### Met2 routing, run 1

Bar = 20 um.
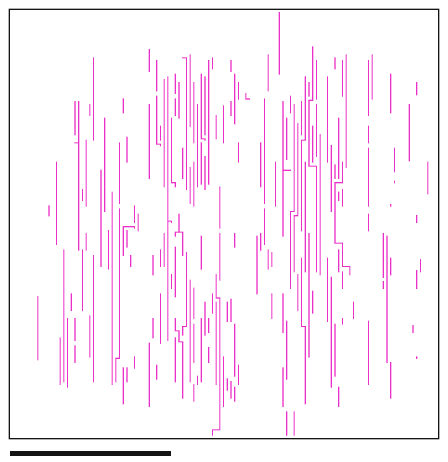
### Routed metal, one colour a layer, run 1

Two of the layers only.
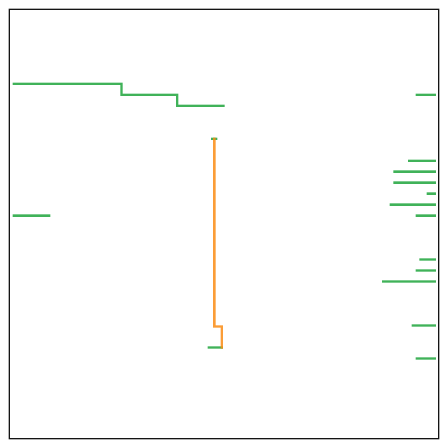
### Sequential cells coloured by netlist name, run 1

Other sequential cells in the stronger grey, the rest of the logic in the fainter grey.
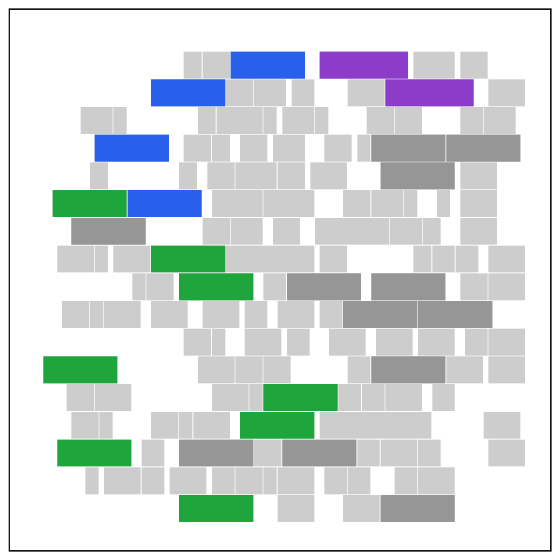
Design shift_link_rx, sky130hd; sources not shown.
==> COMMIT_EDITMSG, run 1 <==
Update PnR metrics after Yosys + OpenROAD run

* Worst slack at placement: -0.109 ns
- Synthesis produced a netlist whose cell count is 124.
- Looking at the clock tree report, the maximum root-to-sink buffer count equals 2.
* Clock Root Buffer: sky130_fd_sc_hd__clkbuf_4
* Maximum number of pins on one net before global-route repair: 26
* Slew @ Worst Pin: 0.452 ns
- IR Drop Worst-Case VDD: 752 uV
* Post-synth seq share: 0.417
- The signal on the critical path passes through or2_2 -> dlygate4sd2_1.
- The flow ran to the end, and the final reports show no timing, DRC or antenna violations.
- Share of the cycle needed by the critical path after routing: 0.920
- Derived from the worst setup path, the maximum achievable clock frequency is 0.679 GHz.
- Horizontal extent of the die: 53.0 um
- A synthesized cell averages 10.1 um^2.
* Portion of total power attributed to sequential cells: 0.537
- In this run, the synthesized area fraction spent on AND-OR/OR-AND gates is recorded as 0.110.
- Cell area after synthesis: 1250 um^2
* Cell row count: 17
- The commonest register cell is sky130_fd_sc_hd__dfxtp_1.
* Fraction of power spent switching nets: 0.217
* Detailed Route Iter0 Violations: 9
* Power in combinational cells: 130 uW
* Worst setup slack for register-to-register paths: 0.22 ns
- Pre-Repair DR Iteration Count: 4
- CP peak stage delay: 0.37 ns
* Combinational power share: 0.104
- Clock transition at the registers of the reported paths: 0.15 ns
- According to the timing report, the data required time at the worst endpoint equals 1.36 ns.
- Fin. Hold Viols: 0
- According to the floorplan report, the die height is 53.0 um.
- Clock tree synthesis inserted a total of 3 buffers.
- Diodes inserted: 0
- Max cap viols: 0
- Summing internal, switching and leakage power gives 1250 uW.
- Detailed placement HPWL: 1.69 mm
* HP Class: reg -> reg
* Largest combinational cell category by area: simple AND/OR/NAND/NOR gates
* Filler-free cell count of the finished design: 173
* Number of OpenROAD warnings: 26
- Chip area in the Yosys report: 1250 um^2
- Global placer's final weighted congestion: 0.728
- Total buffers and inverters traversed by the critical path: 1
- Kind of end point of the critical path: output pin
- Counting every net in the synthesized netlist gives 131.
- Synth Area in Adders: 0.0100
- Global routing finished with a remaining overflow of 0.
* Worst slew slack as a fraction of its limit: 0.698
- H-tree lvl count: 1
* Cells after DPL: 167
* Clock-net power: 451 uW
About 'Met2 routing':
The wires run mostly vertical. 123 nets have wire on it. The layer carries 1110 um of wire. The layer holds 46% of the routed length.
Post-Route WL: 2.39 mm
total number of vias: 914
grt met2 use: 0.327

About 'Routed metal, one colour a layer':
Key: green = metal 3 [wire length 74.2 um]; orange = metal 4 [wire length 26.8 um]
total global-route track usage: 0.197
detailed-route wire length per cell: 13.8 um

About 'Sequential cells coloured by netlist name':
Key: blue = cnt_q [flops 4]; purple = state_q [flops 2]; green = u_sipo.q [flops 8]
Another 12 sequential cells are not coloured.
post-route core utilization: 0.685
Flop+latch power: 673 uW
sequential share of cell area: 0.345
FF+latch area: 528 um^2

run 1: cells in the mapped netlist (2+ instances only):
cell type	count	area share
sky130_fd_sc_hd__nand2b_1	17	0.085
sky130_fd_sc_hd__a21oi_1	3	0.012
sky130_fd_sc_hd__nor2b_1	2	0.010
sky130_fd_sc_hd__nor3_1	2	0.0080
sky130_fd_sc_hd__buf_6	3	0.027
sky130_fd_sc_hd__dfxtp_1	26	0.42
sky130_fd_sc_hd__buf_4	3	0.018
sky130_fd_sc_hd__o31ai_1	2	0.012
sky130_fd_sc_hd__or2_2	2	0.010
sky130_fd_sc_hd__nand4b_1	3	0.021
sky130_fd_sc_hd__a211oi_1	8	0.048
sky130_fd_sc_hd__mux2i_1	18	0.14
sky130_fd_sc_hd__nor2_1	13	0.039
sky130_fd_sc_hd__clkbuf_1	2	0.0060
run 1: per-layer routing:
layer	track usage	part of all wire	vias up
li1	-	-	476
met2	0.327	0.46	16
met4	0.0641	0.011	0
met3	0.0254	0.031	2
met5	0	0	-
met1	0.263	0.49	420
run 1: final cells by class:
class                   count  area, um^2
clock buffers               3        22.5
fillers                   169         703
multi-input cells          86         647
well taps                  28        35.0
flip-flops and latches     26         528
repair buffers             28         264
inverters                   1        3.75
clock inverters             1        30.0
run 1: through the flow:
step                hold slack [ns]  setup TNS [ns]
finish                        0.484               0
global route                  0.510               0
CTS                           0.485               0
detailed placement            0.464           -1.36
global placement              0.457          -0.675
floorplan                     0.387               0
run 1: tightest hold or removal path: cells and delay by family, from the launching register on:
| family | cells | cell delay [ns] |
|---|---|---|
| simple gates | 1 | 0.06 |
| flops | 1 | 0.33 |
| mux | 1 | 0.06 |
run 1: what timing repair did:
action                                  CTS  global route
buffers inserted                          2             0
endpoints found under the hold margin     0             0
gates resized                             5             0
endpoints found under the setup margin    1             0
==> run 2, diff against run 1 <==
ABC_AREA = 1   (was unset)
CORE_UTILIZATION = 51   (was 52)
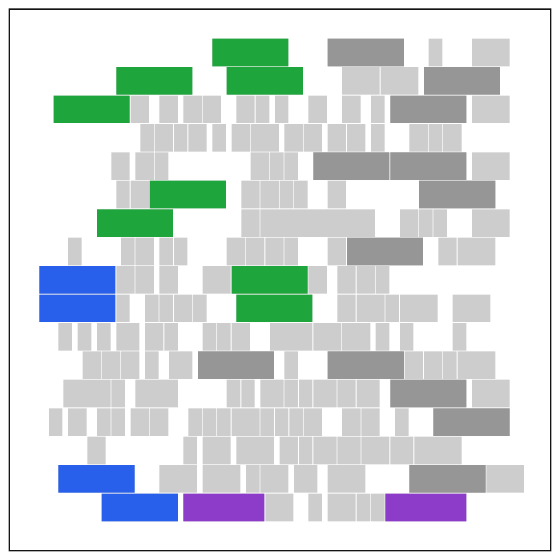
*Sequential cells coloured by netlist name, run 2*
Other sequential cells in the stronger grey, the rest of the logic in the fainter grey.
Key: purple = state_q [flops 2]; blue = cnt_q [flops 4]; green = u_sipo.q [flops 8]
Another 12 sequential cells are not coloured.
sequential share of cell area: 0.363
post-route core utilization: 0.663
Flop+latch power: 708 uW
FF+latch area: 523 um^2

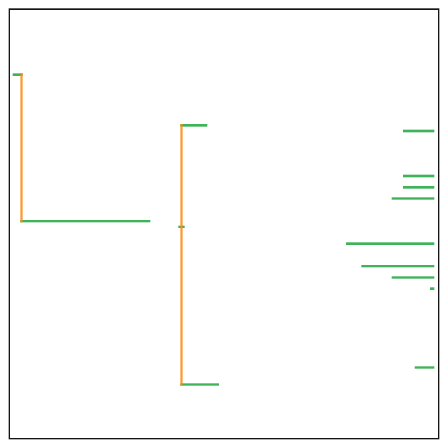
*Routed metal, one colour a layer, run 2*
Two of the layers only.
Key: orange = metal 4 [wire length 49.0 um]; green = metal 3 [wire length 65.1 um]
Post-Route WL: 2.31 mm
total number of vias: 1065
detailed-route wire length per cell: 10.9 um

==> COMMIT_EDITMSG, run 2 <==
Update PnR metrics after Yosys + OpenROAD run

- Final total power: 1410 uW (+12%)
- At the end of the flow, the number of nets in the layout was 191.
- Clock transition at the registers of the reported paths: 0.15 ns (about the same)
* Net Sw Power: 377 uW
- The worst-case hold slack was 0.470 ns (-0.0132 ns).
* Combinational power share: 0.169 (+0.065)
- Num ports: 18
* Synthesized area per cell: 7.20 um^2 (-29%)
* Most common cell in the synthesized netlist: sky130_fd_sc_hd__nand2_1
* Power Dens Cells: 980 nW/um^2
* Max cap viols: 0 (unchanged)
- Hold-fix buffer count after cts: 0
- Main flop type after synthesis: sky130_fd_sc_hd__dfxtp_1
- The script extracted a total leakage power of 0.000574 uW.
- Status: finished, final reports clean
- The switching fraction of total power came to 0.267 (+0.0501).
- CP required: 1.36 ns (about the same)
- The total grt overflow came to 0 (unchanged).
- Pre-Repair DR Iteration Count: 4 (unchanged)
- Detailed Route Iter0 Violations: 18 (+9)
* Detailed placement HPWL: 1.72 mm (+1.8%)
- The maximum number of pins on one net before global-route repair is 18 (-31%).
* CP peak stage delay: 0.50 ns (+0.13 ns)
- At the later pin of the worst-skew pair, clock insertion delay measures 0.34 ns.
* Filler-free cell count of the finished design: 211 (+22%)
- Setup repair after global routing left no endpoint under its margin.
- Total global-route track usage: 0.202 (+0.00493)
- The part of the total power dissipated in sequential elements was 0.502 (-0.035).
- HP Class: reg -> reg
- The upper clock frequency limit was 0.692 GHz (+1.9%).
* Synth warn: 0
- Slew @ Worst Pin: 0.471 ns (+0.0184 ns)
- The flow measured a signed area growth from synthesis to layout of 24.2%.
- The kind of cell with the highest combined delay along the critical path is buffers and inverters.
- Number of cells produced by synthesis: 161 (+30%)
- Number of global-route vias before repair: 983
* Dominant logic cell type in the layout: sky130_fd_sc_hd__nand2_1
- The share of the core area taken by cells at floorplan is 0.534.
- Share of the cycle needed by the critical path after routing: 0.903 (-0.0175)
- The die height came to 51.7 um (-2.5%).
- The synthesized netlist was found by Yosys to have 161 cells.
* Part of the power in the clock network: 0.330
- The internal portion of the total power is 1030 uW.
* Number of OpenROAD warnings: 26 (unchanged)
* Area leader, netlist: sky130_fd_sc_hd__dfxtp_1
* Worst-case reg-to-reg path depth: 8
- The first global-routing pass estimated 4.06 mm of wire.
* Clock buffers created by TritonCTS: 3 (unchanged)
- The sequential area share after synthesis is 0.449 (+0.0324).
- The sum of negative setup slack was 0 ns (unchanged).
* Floorplan die area: 2670 um^2
* Fin. Hold Viols: 0 (unchanged)
* Final min period: 1.44 ns
* Worst-case clock buffer depth: 2 (unchanged)
- The combined area of all synthesized cells came to 1160 um^2 (-7.2%).
- The count of inserted antenna diode cells came to 0 (unchanged).
* Vias per std cell: 5.05
- Cell area leaders: sky130_fd_sc_hd__dfxtp_1 (45%), sky130_fd_sc_hd__nand2_1 (12%), sky130_fd_sc_hd__a21oi_1 (9.5%)
* Sink count of the clock tree: 26
* Worst slew slack as a fraction of its limit: 0.686 (-0.0123)
* Area share, top type: 0.449 (+0.0324)
- The last timing report of the flow puts the setup violation total at 0.
- Cell row count: 17 (unchanged)
- The highest ir drop seen on vdd is 808 uV (+7.5%).
* Chip area in the Yosys report: 1160 um^2 (-7.2%)
- H-tree lvl count: 1 (unchanged)
- Most frequent cells after synthesis: sky130_fd_sc_hd__nand2_1 (36), sky130_fd_sc_hd__dfxtp_1 (26), sky130_fd_sc_hd__a21oi_1 (22)
- Cells after DPL: 206 (+23%)
* Horizontal extent of the die: 51.7 um (-2.5%)
* Crit Path Class: reg -> out
* Number of flops mapped to enable cells by yosys: 0
- Number of nets produced by synthesis: 168 (+28%)
- Clock tree synthesis selected as its root buffer the cell sky130_fd_sc_hd__clkbuf_4.
* Antenna violation net count after detailed routing: 0
* Cell at the slowest stage of the critical path: sky130_fd_sc_hd__clkdlybuf4s50_1
- Critical-path maximum fanout: 2
* Core region area: 2170 um^2
* Kind of end point of the critical path: output pin
- In this run the critical path is formed by clkdlybuf4s50_1.
- The critical path buffer and inverter count came to 1 (unchanged).
- The initial antenna violation count was 0.
* Number of slew-limit violations in the final report: 0
* Crit path DAT: 1.20 ns
- Worst setup slack for register-to-register paths: 0.28 ns (+0.06 ns)
- Global placer's final weighted congestion: 0.914 (+25%)
[run 2: cell types whose count changed after synthesis, sizes merged, moves of 5 or more]
cell    previous run  this run
nor2              13         8
nand2              1        41
nand2b            18         0
a211oi             8         0
a21oi              4        22
mux2i             18         0
inv                1        21
nand3              1        13
o21ai              1        19
[run 2: repair_timing]
item                       CTS  global route
setup buffers                1             0
setup endpoints to repair    1             1
hold endpoints to repair     0             0
resized                      2             2
pin swaps                    1             0
[run 2: stage by stage]
step | setup WS [ns] | cell area [um^2]
after floorplan | 0.510 | 1160
after global placement | 0.0653 | 1370
after detailed placement | 0.0543 | 1370
after CTS | 0.0293 | 1440
after global routing | 0.109 | 1440
final | 0.156 | 1440
[run 2: power by group through the flow]
stage / registers, uW / clock network [uW] / logic, uW
3_3_place_gp: 718 / 0 / 220
3_5_place_dp: 719 / 0 / 228
6_report: 708 / 465 / 238
5_1_grt: 714 / 490 / 272
4_1_cts: 707 / 475 / 239
2_1_floorplan: 714 / 0 / 154
[run 2: area by class of cell]
type,count,area (um^2)
tap,28,35.0
clock buffer,3,22.5
sequential,26,523
fill,200,731
clock inverter,1,30.0
inverter,21,78.8
multi-input combinational,108,524
timing repair buffer,24,225
[run 2: cells by family (layout without fill, tap and decap cells)]
group                      Yosys count  after routing  share of synthesized area
buffers and inverters               27             49                      0.100
AOI/OAI and AO/OA                   42             42                      0.184
DFF                                 26             26                      0.449
and+or+nand+nor                     65             65                      0.256
adders and majority gates            1              1                     0.0108
[run 2: metal layers]
metal  vias up  global-route usage  share of wire  wire length [um]
met3         5              0.0287          0.028                65
met4         0               0.105          0.021                48
met2        13               0.327           0.45              1040
met1       482               0.260           0.50              1150
li1        565                   -              -                 -
met5         -                   0              0                 0
No activity file was given, so power comes from the tool's default toggle rates.
